Fig. 1: register map, names as in the netlist
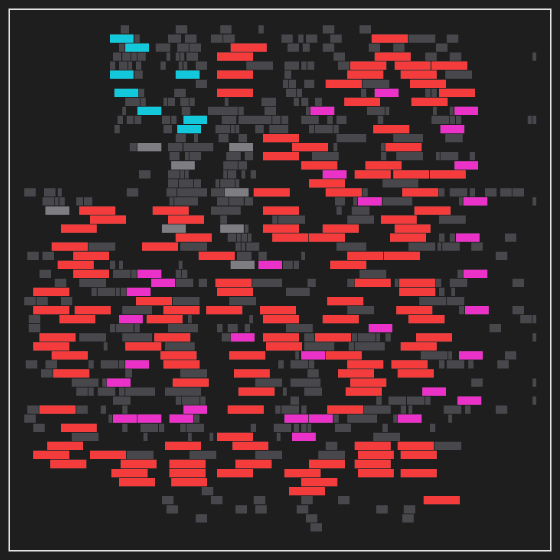
Fig. 2: floorplan with the power grid
Pins as bars on the die edge.
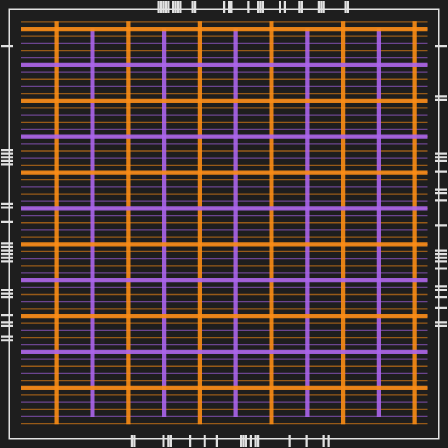
Fig. 3: logic cells by family
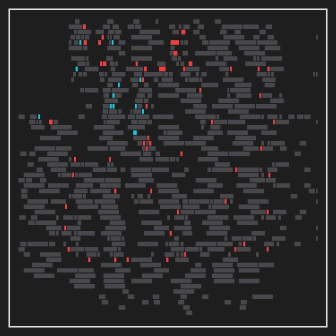
### config.mk
export PLATFORM = sky130hd
export DESIGN_NAME = mesh_term_injector_flat
export DESIGN_NICKNAME = d
export VERILOG_FILES = /design/src/rtl/mesh_pkg.sv /design/src/rtl/mesh_term_injector_if.sv /design/src/rtl/mesh_sync_fifo.sv /design/src/rtl/mesh_term_injector.sv /design/src/flat_wrapper.sv
export SDC_FILE = /design/constraint.sdc
export NUM_CORES = 1
export LEC_CHECK = 0
export CORE_MARGIN = 4
export CORE_UTILIZATION = 31
export CTS_CLUSTER_DIAMETER = 60
export DETAILED_ROUTE_END_ITERATION = 12
export PLACE_DENSITY = 0.47
export SLEW_MARGIN = 15
export SYNTH_ARGS = -nofsm -noshare
export SYNTH_HDL_FRONTEND = slang
export SYNTH_SLANG_ARGS = --single-unit
export TNS_END_PERCENT = 100
### constraint.sdc
create_clock -name clk -period 4.9 [get_ports clk]
set_input_delay 0.49 -clock clk [delete_from_list [all_inputs] [get_ports clk]]
set_output_delay 0.49 -clock clk [all_outputs]
set_load 0.01 [all_outputs]
### src/rtl/mesh_pkg.sv
// Shared types and helpers for the mesh terminal injector: packet field
// positions, destination legality check and header assembly.
package mesh_pkg;

  // Widest packet the helpers handle; callers narrow the result to pckg_sz.
  localparam int unsigned PktMaxW = 256;
  localparam int unsigned HdrW    = 17;

  typedef logic [PktMaxW-1:0] pkt_max_t;

  // Field positions as a function of the packet width.
  function automatic int unsigned nxtjp_msb(input int unsigned pckg_sz);
    return pckg_sz - 1;
  endfunction

  function automatic int unsigned row_msb(input int unsigned pckg_sz);
    return pckg_sz - 9;
  endfunction

  function automatic int unsigned col_msb(input int unsigned pckg_sz);
    return pckg_sz - 13;
  endfunction

  function automatic int unsigned mode_bit(input int unsigned pckg_sz);
    return pckg_sz - 17;
  endfunction

  function automatic int unsigned payload_msb(input int unsigned pckg_sz);
    return pckg_sz - 18;
  endfunction

  // A terminal may only address the ring of external ports or broadcast.
  function automatic logic is_legal_dest(input logic [3:0]  row,
                                         input logic [3:0]  colum,
                                         input int unsigned rows,
                                         input int unsigned colums,
                                         input logic [7:0]  bdcst);
    int unsigned r;
    int unsigned c;
    logic        row_edge;
    logic        col_edge;
    r        = 32'(row);
    c        = 32'(colum);
    row_edge = ((r == 32'd0) || (r == rows + 32'd1)) && (c >= 32'd1) && (c <= colums);
    col_edge = ((c == 32'd0) || (c == colums + 32'd1)) && (r >= 32'd1) && (r <= rows);
    return row_edge || col_edge || ({row, colum} == bdcst);
  endfunction

  // Payload must arrive zero-extended; Nxtjp is always zero on injection.
  function automatic pkt_max_t build_pkt(input logic [3:0]  row,
                                         input logic [3:0]  colum,
                                         input logic        mode,
                                         input pkt_max_t    payload,
                                         input int unsigned pckg_sz);
    pkt_max_t hdr;
    hdr = pkt_max_t'({8'h00, row, colum, mode});
    return (hdr << mode_bit(pckg_sz)) | payload;
  endfunction

endpackage

### src/rtl/mesh_term_injector_if.sv
// Client write port, mesh-side pop handshake and status of one injector.
interface mesh_term_injector_if #(
  parameter int unsigned pckg_sz    = 40,
  parameter int unsigned fifo_depth = 4
) ();

  logic                               wr_vld;
  logic                               wr_rdy;
  logic [3:0]                         wr_row;
  logic [3:0]                         wr_colum;
  logic                               wr_mode;
  logic [pckg_sz-18:0]                wr_payload;
  logic                               pndng_i_in;
  logic [pckg_sz-1:0]                 data_out_i_in;
  logic                               popin;
  logic [$clog2(fifo_depth+1)-1:0]    occupancy;
  logic [7:0]                         drop_cnt;
  logic                               err_underflow;

  // Client and mesh side.
  modport master (
    output wr_vld, wr_row, wr_colum, wr_mode, wr_payload, popin,
    input  wr_rdy, pndng_i_in, data_out_i_in, occupancy, drop_cnt, err_underflow
  );

  // Injector side.
  modport slave (
    input  wr_vld, wr_row, wr_colum, wr_mode, wr_payload, popin,
    output wr_rdy, pndng_i_in, data_out_i_in, occupancy, drop_cnt, err_underflow
  );

endinterface

### src/rtl/mesh_sync_fifo.sv
// First-word-fall-through FIFO with a dedicated registered head word.
// Pointers wrap modulo DEPTH, so non-power-of-two depths are supported.
module mesh_sync_fifo #(
  parameter int unsigned WIDTH = 40,
  parameter int unsigned DEPTH = 4
) (
  input  logic                       clk_i,
  input  logic                       rst_i,
  input  logic                       push_i,
  input  logic [WIDTH-1:0]           wdata_i,
  input  logic                       pop_i,
  output logic [WIDTH-1:0]           rdata_o,
  output logic                       valid_o,
  output logic [$clog2(DEPTH+1)-1:0] count_o,
  output logic                       full_o
);

  localparam int unsigned PtrW = $clog2(DEPTH);
  localparam int unsigned CntW = $clog2(DEPTH+1);

  logic [WIDTH-1:0] mem_q [DEPTH];
  logic [PtrW-1:0]  wr_ptr_q, wr_ptr_d;
  logic [PtrW-1:0]  rd_ptr_q, rd_ptr_d;
  logic [CntW-1:0]  cnt_q, cnt_d;
  logic [WIDTH-1:0] head_q, head_d;
  logic             empty;
  logic             do_push;
  logic             do_pop;
  logic [PtrW-1:0]  rd_nxt;

  function automatic logic [PtrW-1:0] ptr_inc(input logic [PtrW-1:0] p);
    return (p == PtrW'(DEPTH-1)) ? '0 : p + 1'b1;
  endfunction

  assign empty   = (cnt_q == '0);
  assign full_o  = (cnt_q == CntW'(DEPTH));
  assign do_push = push_i && !full_o;
  assign do_pop  = pop_i && !empty;
  assign rd_nxt  = ptr_inc(rd_ptr_q);
  assign valid_o = !empty;
  assign count_o = cnt_q;
  assign rdata_o = head_q;

  // Next pointers, count and head word; head holds its value when empty.
  always_comb begin
    wr_ptr_d = do_push ? ptr_inc(wr_ptr_q) : wr_ptr_q;
    rd_ptr_d = do_pop ? rd_nxt : rd_ptr_q;
    cnt_d    = cnt_q + CntW'(do_push) - CntW'(do_pop);
    head_d   = head_q;
    if (do_pop) begin
      // Entry behind the head already stored, or the word arriving now.
      if (cnt_q > CntW'(1)) begin
        head_d = mem_q[rd_nxt];
      end else if (do_push) begin
        head_d = wdata_i;
      end
    end else if (do_push && empty) begin
      head_d = wdata_i;
    end
  end

  // Control state with synchronous reset.
  always_ff @(posedge clk_i) begin
    if (rst_i) begin
      wr_ptr_q <= '0;
      rd_ptr_q <= '0;
      cnt_q    <= '0;
      head_q   <= '0;
    end else begin
      wr_ptr_q <= wr_ptr_d;
      rd_ptr_q <= rd_ptr_d;
      cnt_q    <= cnt_d;
      head_q   <= head_d;
    end
  end

  // Storage array; contents are qualified by the count so need no reset.
  always_ff @(posedge clk_i) begin
    if (do_push) begin
      mem_q[wr_ptr_q] <= wdata_i;
    end
  end

endmodule

### src/rtl/mesh_term_injector.sv
// Terminal-side packet injector: assembles the router header, filters illegal
// destinations and queues legal packets toward one mesh input port.
module mesh_term_injector
  import mesh_pkg::*;
#(
  parameter int unsigned ROWS       = 4,
  parameter int unsigned COLUMS     = 4,
  parameter int unsigned pckg_sz    = 40,
  parameter int unsigned fifo_depth = 4,
  parameter logic [7:0]  bdcst      = 8'hFF
) (
  input logic                  clk,
  input logic                  reset,
  mesh_term_injector_if.slave  bus
);

  logic               full;
  logic               legal;
  logic               accept;
  logic               push;
  logic               pndng;
  logic [pckg_sz-1:0] wdata;
  logic [7:0]         drop_q, drop_d;
  logic               err_q, err_d;

  assign legal  = is_legal_dest(bus.wr_row, bus.wr_colum, ROWS, COLUMS, bdcst);
  assign wdata  = pckg_sz'(build_pkt(bus.wr_row, bus.wr_colum, bus.wr_mode,
                                     pkt_max_t'(bus.wr_payload), pckg_sz));
  // Ready comes from the registered count only, so popin never reaches it.
  assign bus.wr_rdy = !full;
  assign accept     = bus.wr_vld && !full;
  assign push       = accept && legal;

  mesh_sync_fifo #(
    .WIDTH (pckg_sz),
    .DEPTH (fifo_depth)
  ) u_fifo (
    .clk_i   (clk),
    .rst_i   (reset),
    .push_i  (push),
    .wdata_i (wdata),
    .pop_i   (bus.popin),
    .rdata_o (bus.data_out_i_in),
    .valid_o (pndng),
    .count_o (bus.occupancy),
    .full_o  (full)
  );

  assign bus.pndng_i_in    = pndng;
  assign bus.drop_cnt      = drop_q;
  assign bus.err_underflow = err_q;

  // Saturating drop count and sticky underflow flag.
  always_comb begin
    drop_d = drop_q;
    err_d  = err_q;
    if (accept && !legal && (drop_q != 8'hFF)) begin
      drop_d = drop_q + 8'd1;
    end
    if (bus.popin && !pndng) begin
      err_d = 1'b1;
    end
  end

  // Status registers with synchronous reset.
  always_ff @(posedge clk) begin
    if (reset) begin
      drop_q <= '0;
      err_q  <= 1'b0;
    end else begin
      drop_q <= drop_d;
      err_q  <= err_d;
    end
  end

endmodule
### src/flat_wrapper.sv
// flat-port wrapper written by rule: the top's interface ports become plain ports
module mesh_term_injector_flat import mesh_pkg::*;
#(
  parameter int unsigned ROWS       = 4,
  parameter int unsigned COLUMS     = 4,
  parameter int unsigned pckg_sz    = 40,
  parameter int unsigned fifo_depth = 4,
  parameter logic [7:0]  bdcst      = 8'hFF
)
  (clk, reset, bus_wr_vld, bus_wr_row, bus_wr_colum, bus_wr_mode, bus_wr_payload, bus_popin, bus_wr_rdy, bus_pndng_i_in, bus_data_out_i_in, bus_occupancy, bus_drop_cnt, bus_err_underflow);
  mesh_term_injector_if #(.pckg_sz(pckg_sz), .fifo_depth(fifo_depth)) bus_i ();
  input logic clk;
  input logic reset;
  input wire logic [$bits(bus_i.wr_vld)-1:0] bus_wr_vld;
  input wire logic [$bits(bus_i.wr_row)-1:0] bus_wr_row;
  input wire logic [$bits(bus_i.wr_colum)-1:0] bus_wr_colum;
  input wire logic [$bits(bus_i.wr_mode)-1:0] bus_wr_mode;
  input wire logic [$bits(bus_i.wr_payload)-1:0] bus_wr_payload;
  input wire logic [$bits(bus_i.popin)-1:0] bus_popin;
  output wire logic [$bits(bus_i.wr_rdy)-1:0] bus_wr_rdy;
  output wire logic [$bits(bus_i.pndng_i_in)-1:0] bus_pndng_i_in;
  output wire logic [$bits(bus_i.data_out_i_in)-1:0] bus_data_out_i_in;
  output wire logic [$bits(bus_i.occupancy)-1:0] bus_occupancy;
  output wire logic [$bits(bus_i.drop_cnt)-1:0] bus_drop_cnt;
  output wire logic [$bits(bus_i.err_underflow)-1:0] bus_err_underflow;
  assign bus_i.wr_vld = bus_wr_vld;
  assign bus_i.wr_row = bus_wr_row;
  assign bus_i.wr_colum = bus_wr_colum;
  assign bus_i.wr_mode = bus_wr_mode;
  assign bus_i.wr_payload = bus_wr_payload;
  assign bus_i.popin = bus_popin;
  assign bus_wr_rdy = bus_i.wr_rdy;
  assign bus_pndng_i_in = bus_i.pndng_i_in;
  assign bus_data_out_i_in = bus_i.data_out_i_in;
  assign bus_occupancy = bus_i.occupancy;
  assign bus_drop_cnt = bus_i.drop_cnt;
  assign bus_err_underflow = bus_i.err_underflow;
  mesh_term_injector #(.ROWS(ROWS), .COLUMS(COLUMS), .pckg_sz(pckg_sz), .fifo_depth(fifo_depth), .bdcst(bdcst)) u_core (.clk(clk), .reset(reset), .bus(bus_i));
endmodule
==> run summary <==
Run status = complete, no violations
Highest ir drop seen on vdd = 0.0002895 V
TNS Setup = 0 ns
Cell Type Count = 43
Top cells by count, synth = sky130_fd_sc_hd__edfxtp_1 (128), sky130_fd_sc_hd__dfxtp_1 (48), sky130_fd_sc_hd__nand2_1 (41), sky130_fd_sc_hd__o21ai_0 (36), sky130_fd_sc_hd__nor3_1 (35)
Period minus WS final = 3.536 ns
Cell Area, Synth = 0.007376 mm2
Quantity of gates resized following cts = 0
Destination of the worst register-to-register timing path = u_core.u_fifo.rdata_o[5]$_SDFFE_PP0P_
Most repeated library cell on the critical path = sky130_fd_sc_hd__or2_2
Root buffer cell = sky130_fd_sc_hd__clkbuf_16
Post-route cell area = 0.009092 mm2
RSZ-0062 raised after global routing = no
Wirelength, routed = 18,040 um
Register-to-register path setup slack = 1.71 ns
Post-CTS Setup Bufs = 0
Crit path required time = 5.18 ns
H-Tree Level Count = 4
Number of cells traversed by the worst register-to-register path = 11
Worst path cell trace = clkdlybuf4s50_1 -> nand4_1 -> or2_2 -> a31oi_2 -> inv_1 -> ha_1 -> nand2_1 -> nand3_1 -> o2bb2ai_4 -> or2_2 -> buf_12 -> a311oi_2
Yosys Chip Area = 0.007376 mm2
Clock sinks = 176
Slew HR = 29.54%
Type of the worst setup path = in -> reg
Launching instance or port of the critical path = bus_wr_row[2]
Number of I/O port buffers = 81
Async SR Flop Fraction = 0%
Crit path largest cell delay = 0.66 ns
Cell Area, Placed = 0.008482 mm2
Synth Seq Share = 65.14%
Pleak = 2.828 nW
Hold path start = u_core.bus.err_underflow$_SDFFE_PP0P_
Critical Path Stages = 12
Number of core rows = 56
Max-slew violation count = 0
DRC violation count after routing = 0
Hold crit path type = reg -> reg
Count of flip-flops with a built-in enable after synthesis = 128
Number of OpenROAD warnings = 30
TritonCTS clock tree = done
Buf/Inv on CP = 3
About Fig. 1:
legend:
  cyan:
    netlist_name: u_core.bus.drop_cnt
    sequential_cells: 8
    where: top left
  red:
    netlist_name: u_core.u_fifo.mem_q
    sequential_cells: 128
    where: spread over the die
  magenta:
    netlist_name: u_core.u_fifo.rdata_o
    sequential_cells: 32

About Fig. 2:
legend:
  orange:
    net: VSS
  purple:
    net: VDD
rows: 56
met5 straps: 11

About Fig. 3:
legend:
  red:
    family: NAND gates
    cells: 52
    most_used: nand2_1
  cyan:
    family: inverters
    cells: 12
    most_used: inv_1
multi-input gate share of the layout cell area: 25.79%
most common cell after layout, fill and taps aside: sky130_fd_sc_hd__edfxtp_1
post-route non-filler standard cell count: 888

==> routing by layer <==
layer / up-vias / track usage [%] / routed length [um]
li1: 2032 / - / -
met1: 2221 / 18.40 / 8089
met2: 83 / 23.61 / 9014
met3: 23 / 3.096 / 641
met4: 0 / 4.729 / 295
met5: - / 0 / 0
==> area by class of cell <==
cell class | count | area, um2
fillers | 2177 | 14380
flip-flops and latches | 176 | 4805
multi-input cells | 259 | 2345
repair buffers | 90 | 885.9
clock buffers | 20 | 467.9
well taps | 319 | 399.1
clock inverters | 12 | 142.6
inverters | 12 | 47.55
==> flip-flops by register name (all words and copies together), names as in the netlist <==
signal	count
u_core.u_fifo.mem_q	128
u_core.u_fifo.rdata_o	32
u_core.bus.drop_cnt	8
u_core.u_fifo.count_o	3
u_core.u_fifo.rd_ptr_q	2
u_core.u_fifo.wr_ptr_q	2
u_core.bus.err_underflow	1
==> power by group <==
group          internal, W  total (W)  switching, W  leakage, nW
Sequential         0.00174    0.00184      0.000101         1.55
Clock             0.000808    0.00140      0.000590        0.300
Combinational     0.000716    0.00151      0.000793        0.983
==> logic make-up after synthesis <==
logic type / after synthesis / synth area share (%)
flip-flops: 176 / 65.14
AND/OR/NAND/NOR: 115 / 7.854
AND-OR/OR-AND: 88 / 10.65
buffers and inverters: 55 / 3.918
multiplexers: 34 / 10.06
adder cells (fa/ha/maj): 11 / 1.968
XOR/XNOR: 3 / 0.3563
other: 1 / 0.05084
==> stage by stage <==
step	setup slack, ns	power (W)	util [%]	hold slack, ns
2_1_floorplan	2.299	0.002811	-	0.4400
3_3_place_gp	0.9827	0.003409	36.14	0.4464
3_5_place_dp	0.8634	0.003417	36.14	0.4591
4_1_cts	1.303	0.004820	38.74	0.4743
5_1_grt	1.105	0.005003	38.74	0.5132
6_report	1.364	0.004743	38.74	0.4715
Power is estimated from default activity; no workload was simulated.
